Fig. 1: routed clock nets over the placement
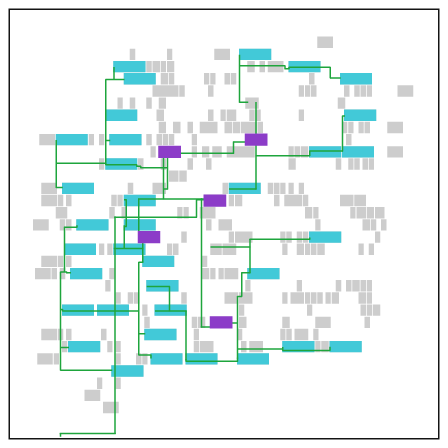
Fig. 2: routed metal, one color a layer
Scale bar: 20 um.
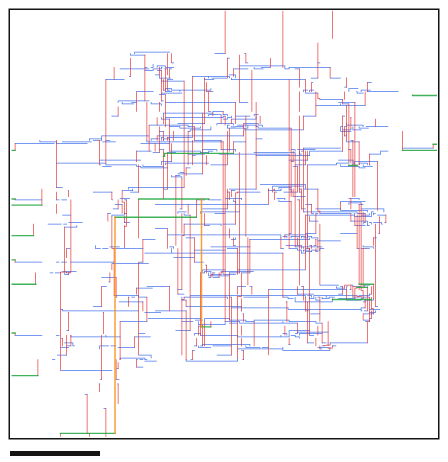
Fig. 3: I/O nets highlighted
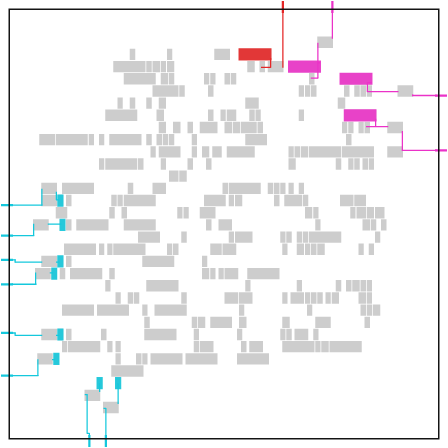
`src/rtl/debounced_priority_encoder.sv`:
```
// debounced_priority_encoder: synchronise, debounce and priority-encode eight request lines onto a valid/ready handshake
module debounced_priority_encoder #(
    parameter int DEBOUNCE_CYCLES = 4
) (
    input  logic       clk,
    input  logic       rst,
    input  logic [7:0] req_in,
    input  logic       ready,
    output logic [2:0] code,
    output logic       valid,
    output logic       multi,
    output logic       busy
);
    localparam int CW = $clog2(DEBOUNCE_CYCLES + 1);
    localparam logic [CW-1:0] LAST = CW'(DEBOUNCE_CYCLES - 1);

    typedef enum logic [1:0] {IDLE, DEBOUNCE, HOLD, RELEASE} state_t;

    state_t          state_q, state_d;
    logic [7:0]      sync1_q, sync_q;
    logic [7:0]      snap_q, snap_d;
    logic [CW-1:0]   cnt_q, cnt_d, cnt_inc;
    logic [2:0]      code_q, code_d, snap_code;
    logic            valid_q, valid_d, multi_q, multi_d, busy_q, busy_d, snap_multi;

    // ascending scan so the highest set line wins
    always_comb begin
        snap_code = 3'd0;
        for (int i = 0; i < 8; i++)
            if (snap_q[i]) snap_code = 3'(7 - i);
        snap_multi = (snap_q & (snap_q - 8'd1)) != 8'd0;
        cnt_inc = (cnt_q == '1) ? cnt_q : cnt_q + 1'b1;
    end

    always_comb begin
        state_d = state_q;
        snap_d  = snap_q;
        cnt_d   = cnt_q;
        code_d  = code_q;
        valid_d = valid_q;
        multi_d = multi_q;
        case (state_q)
            IDLE: if (sync_q != 8'd0) begin
                snap_d  = sync_q;
                cnt_d   = '0;
                state_d = DEBOUNCE;
            end
            DEBOUNCE: if (sync_q == 8'd0) state_d = IDLE;
            else if (sync_q != snap_q) begin
                snap_d = sync_q;
                cnt_d  = '0;
            end else if (cnt_q == LAST) begin
                code_d  = snap_code;
                multi_d = snap_multi;
                valid_d = 1'b1;
                state_d = HOLD;
            end else cnt_d = cnt_inc;
            HOLD: if (ready) begin
                valid_d = 1'b0;
                cnt_d   = '0;
                state_d = RELEASE;
            end
            RELEASE: if (sync_q != 8'd0) cnt_d = '0;
            else if (cnt_q == LAST) state_d = IDLE;
            else cnt_d = cnt_inc;
            default: state_d = IDLE;
        endcase
        busy_d = state_d != IDLE;
    end

    always_ff @(posedge clk) begin
        if (rst) begin
            state_q <= IDLE;
            sync1_q <= 8'd0;
            sync_q  <= 8'd0;
            snap_q  <= 8'd0;
            cnt_q   <= '0;
            code_q  <= 3'd0;
            valid_q <= 1'b0;
            multi_q <= 1'b0;
            busy_q  <= 1'b0;
        end else begin
            state_q <= state_d;
            sync1_q <= req_in;
            sync_q  <= sync1_q;
            snap_q  <= snap_d;
            cnt_q   <= cnt_d;
            code_q  <= code_d;
            valid_q <= valid_d;
            multi_q <= multi_d;
            busy_q  <= busy_d;
        end
    end

    assign code  = code_q;
    assign valid = valid_q;
    assign multi = multi_q;
    assign busy  = busy_q;
endmodule

```
`config.mk`:
```
export PLATFORM = sky130hd
export DESIGN_NAME = debounced_priority_encoder
export DESIGN_NICKNAME = d
export VERILOG_FILES = /design/src/rtl/debounced_priority_encoder.sv
export SDC_FILE = /design/constraint.sdc
export NUM_CORES = 1
export LEC_CHECK = 0
export ABC_AREA = 1
export CAP_MARGIN = 20
export CELL_PAD_IN_SITES_DETAIL_PLACEMENT = 0
export CELL_PAD_IN_SITES_GLOBAL_PLACEMENT = 1
export CORE_MARGIN = 5
export CORE_UTILIZATION = 23
export DETAILED_ROUTE_END_ITERATION = 10
export GPL_ROUTABILITY_DRIVEN = 0
export PLACE_DENSITY_LB_ADDON = 0.1
export SETUP_SLACK_MARGIN = 0.02
export SYNTH_ARGS = -nofsm -noshare
export SYNTH_HDL_FRONTEND = slang
export SYNTH_SLANG_ARGS = --single-unit
export TNS_END_PERCENT = 20
```
`constraint.sdc`:
```
create_clock -name clk -period 3.5 [get_ports clk]
set_input_delay 0.7 -clock clk [delete_from_list [all_inputs] [get_ports clk]]
set_output_delay 0.7 -clock clk [all_outputs]
set_load 0.005 [all_outputs]
```
==> run summary <==
fresh numbers from the pnr run: outcome finished clean, Synth cell types 24, Max stage delay cell, worst path clkdlybuf4s50_1, synthesis area per yosys 1690 sq um, # DRC 0, Mean Syn Cell Area 6.88 sq um, CTS H-Tree Depth 2, total leakage power 0.924 nW, Tot Pwr 0.000941 W, VDD IR max 0.128 mV, HPWL after detailed placement 2570 um, DR iter-0 viols about 43, depth of the most critical reg-to-reg path 7, Die Y roughly 96 um, FP Rows 31, ANT cells 0, grt met2 use 14.4%, cell family with most CP delay buffers and inverters, worst r2r src sync_q[1], slowest stage delay, CP 0.50 ns, final design utilization 28.2%, critical path startpoint category flip-flop, hold buffers post-CTS 0, cell count along the critical path 1, Max Freq 551 MHz, crit path time final approximately 1.8 ns, number of global-route vias before repair 1361, switching portion of total power 31.8%, largest net degree at the start of global routing 19, critical path arrival 1.12 ns, cts bufs inserted 5, Flop pwr share 47.9%, worst hold path depth 2
Back to the opening pictures, Fig. 1:
green -> clock wires  # length 584 um
cyan -> flip-flops  # count 35
purple -> clock drivers  # count 5
routed clock nets = 6
P_clk: 0.000306 W
Clock power frac: 32.6%
Worst-Skew Late Latency: 0.29 ns
Clock Skew: 0.00817 ns

Back to the opening pictures, Fig. 2:
blue -> metal 1  # wire length 1740 um
orange -> metal 4  # wire length 76.8 um
green -> metal 3  # wire length 119 um
red -> metal 2  # wire length 1590 um
Vias: 1420
Total Wirelength: 3520 um
GRT Total Usage: 9.02%

Back to the opening pictures, Fig. 3:
red -> valid  # bits 1, direction output, end cells 1, wire 16.6 um
cyan -> req_in  # bits 8, direction input, end cells 8, wire 80.3 um
magenta -> code  # bits 3, direction output, end cells 3, wire 49.6 um
I/O pin count: 17
Port Buffers: 16

==> Yosys cell counts <==
| cell | n | area share (%) |
|---|---|---|
| nor2_4 | 3 | 2.0 |
| o21ai_0 | 6 | 1.8 |
| nand3_4 | 1 | 1.0 |
| buf_6 | 2 | 1.3 |
| buf_1 | 1 | 0.22 |
| nand3_2 | 3 | 1.8 |
| dfxtp_1 | 35 | 42 |
| nor3_4 | 1 | 0.97 |
| nand4_1 | 1 | 0.37 |
| nand3_1 | 12 | 3.6 |
| clkbuf_1 | 1 | 0.22 |
| nor3_1 | 3 | 0.89 |
| o22ai_1 | 1 | 0.37 |
| inv_2 | 3 | 0.67 |
| and3b_1 | 1 | 0.52 |
| nand2_1 | 59 | 13 |
| clkbuf_8 | 1 | 0.82 |
| xnor2_1 | 5 | 2.6 |
| o21a_1 | 1 | 0.45 |
| a21oi_1 | 9 | 2.7 |
| a21oi_2 | 4 | 2.1 |
| nor2_2 | 3 | 1.1 |
| inv_1 | 43 | 9.6 |
| nor2_1 | 46 | 10 |
==> stage by stage <==
| step | hold WS [ns] | setup slack, ns |
|---|---|---|
| after CTS | 0.405 | 1.64 |
| after floorplan | 0.388 | 2.03 |
| after global routing | 0.417 | 1.61 |
| after detailed placement | 0.393 | 1.33 |
| after global placement | 0.394 | 1.38 |
| final | 0.403 | 1.68 |
==> per-layer routing <==
metal	vias up	wire length, um
li1	773	-
met1	616	1740
met2	27	1590
met3	4	119
met4	0	76
met5	-	0
==> power by group through the flow <==
stage          logic (W)  clock network (W)  registers [W]
2_1_floorplan   0.000150                  0       0.000452
3_3_place_gp    0.000189                  0       0.000461
3_5_place_dp    0.000188                  0       0.000460
4_1_cts         0.000188           0.000324       0.000451
5_1_grt         0.000214           0.000334       0.000455
6_report        0.000184           0.000306       0.000450
==> cell families (layout without fill, tap and decap cells) <==
group	Yosys count	after routing	share of synthesized area, %
AND/OR/NAND/NOR	133	133	35.6
buffers and inverters	51	71	12.8
flip-flops	35	35	41.6
AND-OR/OR-AND	21	21	7.35
XOR/XNOR	5	5	2.60
==> layout make-up <==
type / count / area, sq um / area share [%]
repair buffers: 17 / 168 / 8.27
flip-flops and latches: 35 / 701 / 34.6
clock inverters: 3 / 25.0 / 1.23
well taps: 99 / 124 / 6.11
clock buffers: 5 / 68.8 / 3.40
inverters: 46 / 173 / 8.52
multi-input cells: 159 / 768 / 37.9
==> flip-flops by register name, indices dropped and copies added (netlist names) <==
register and count:
cnt_q 3, sync1_q 8, state_q 2, busy 1
sync_q 8, valid 1, snap_q 8, code 3
multi 1
==> cells in the final DEF (no fill, tap or decap), types with 2 or more instances in the layout <==
cell type / instances
nand2_1: 59
nor2_1: 46
inv_1: 43
dfxtp_1: 35
clkdlybuf4s50_1: 16
nand3_1: 12
a21oi_1: 9
o21ai_0: 6
xnor2_1: 5
clkbuf_8: 5
a21oi_2: 4
nor2_4: 3
inv_2: 3
nor2_2: 3
nand3_2: 3
nor3_1: 3
clkinv_4: 2
No activity file was given, so power comes from the tool's default toggle rates.
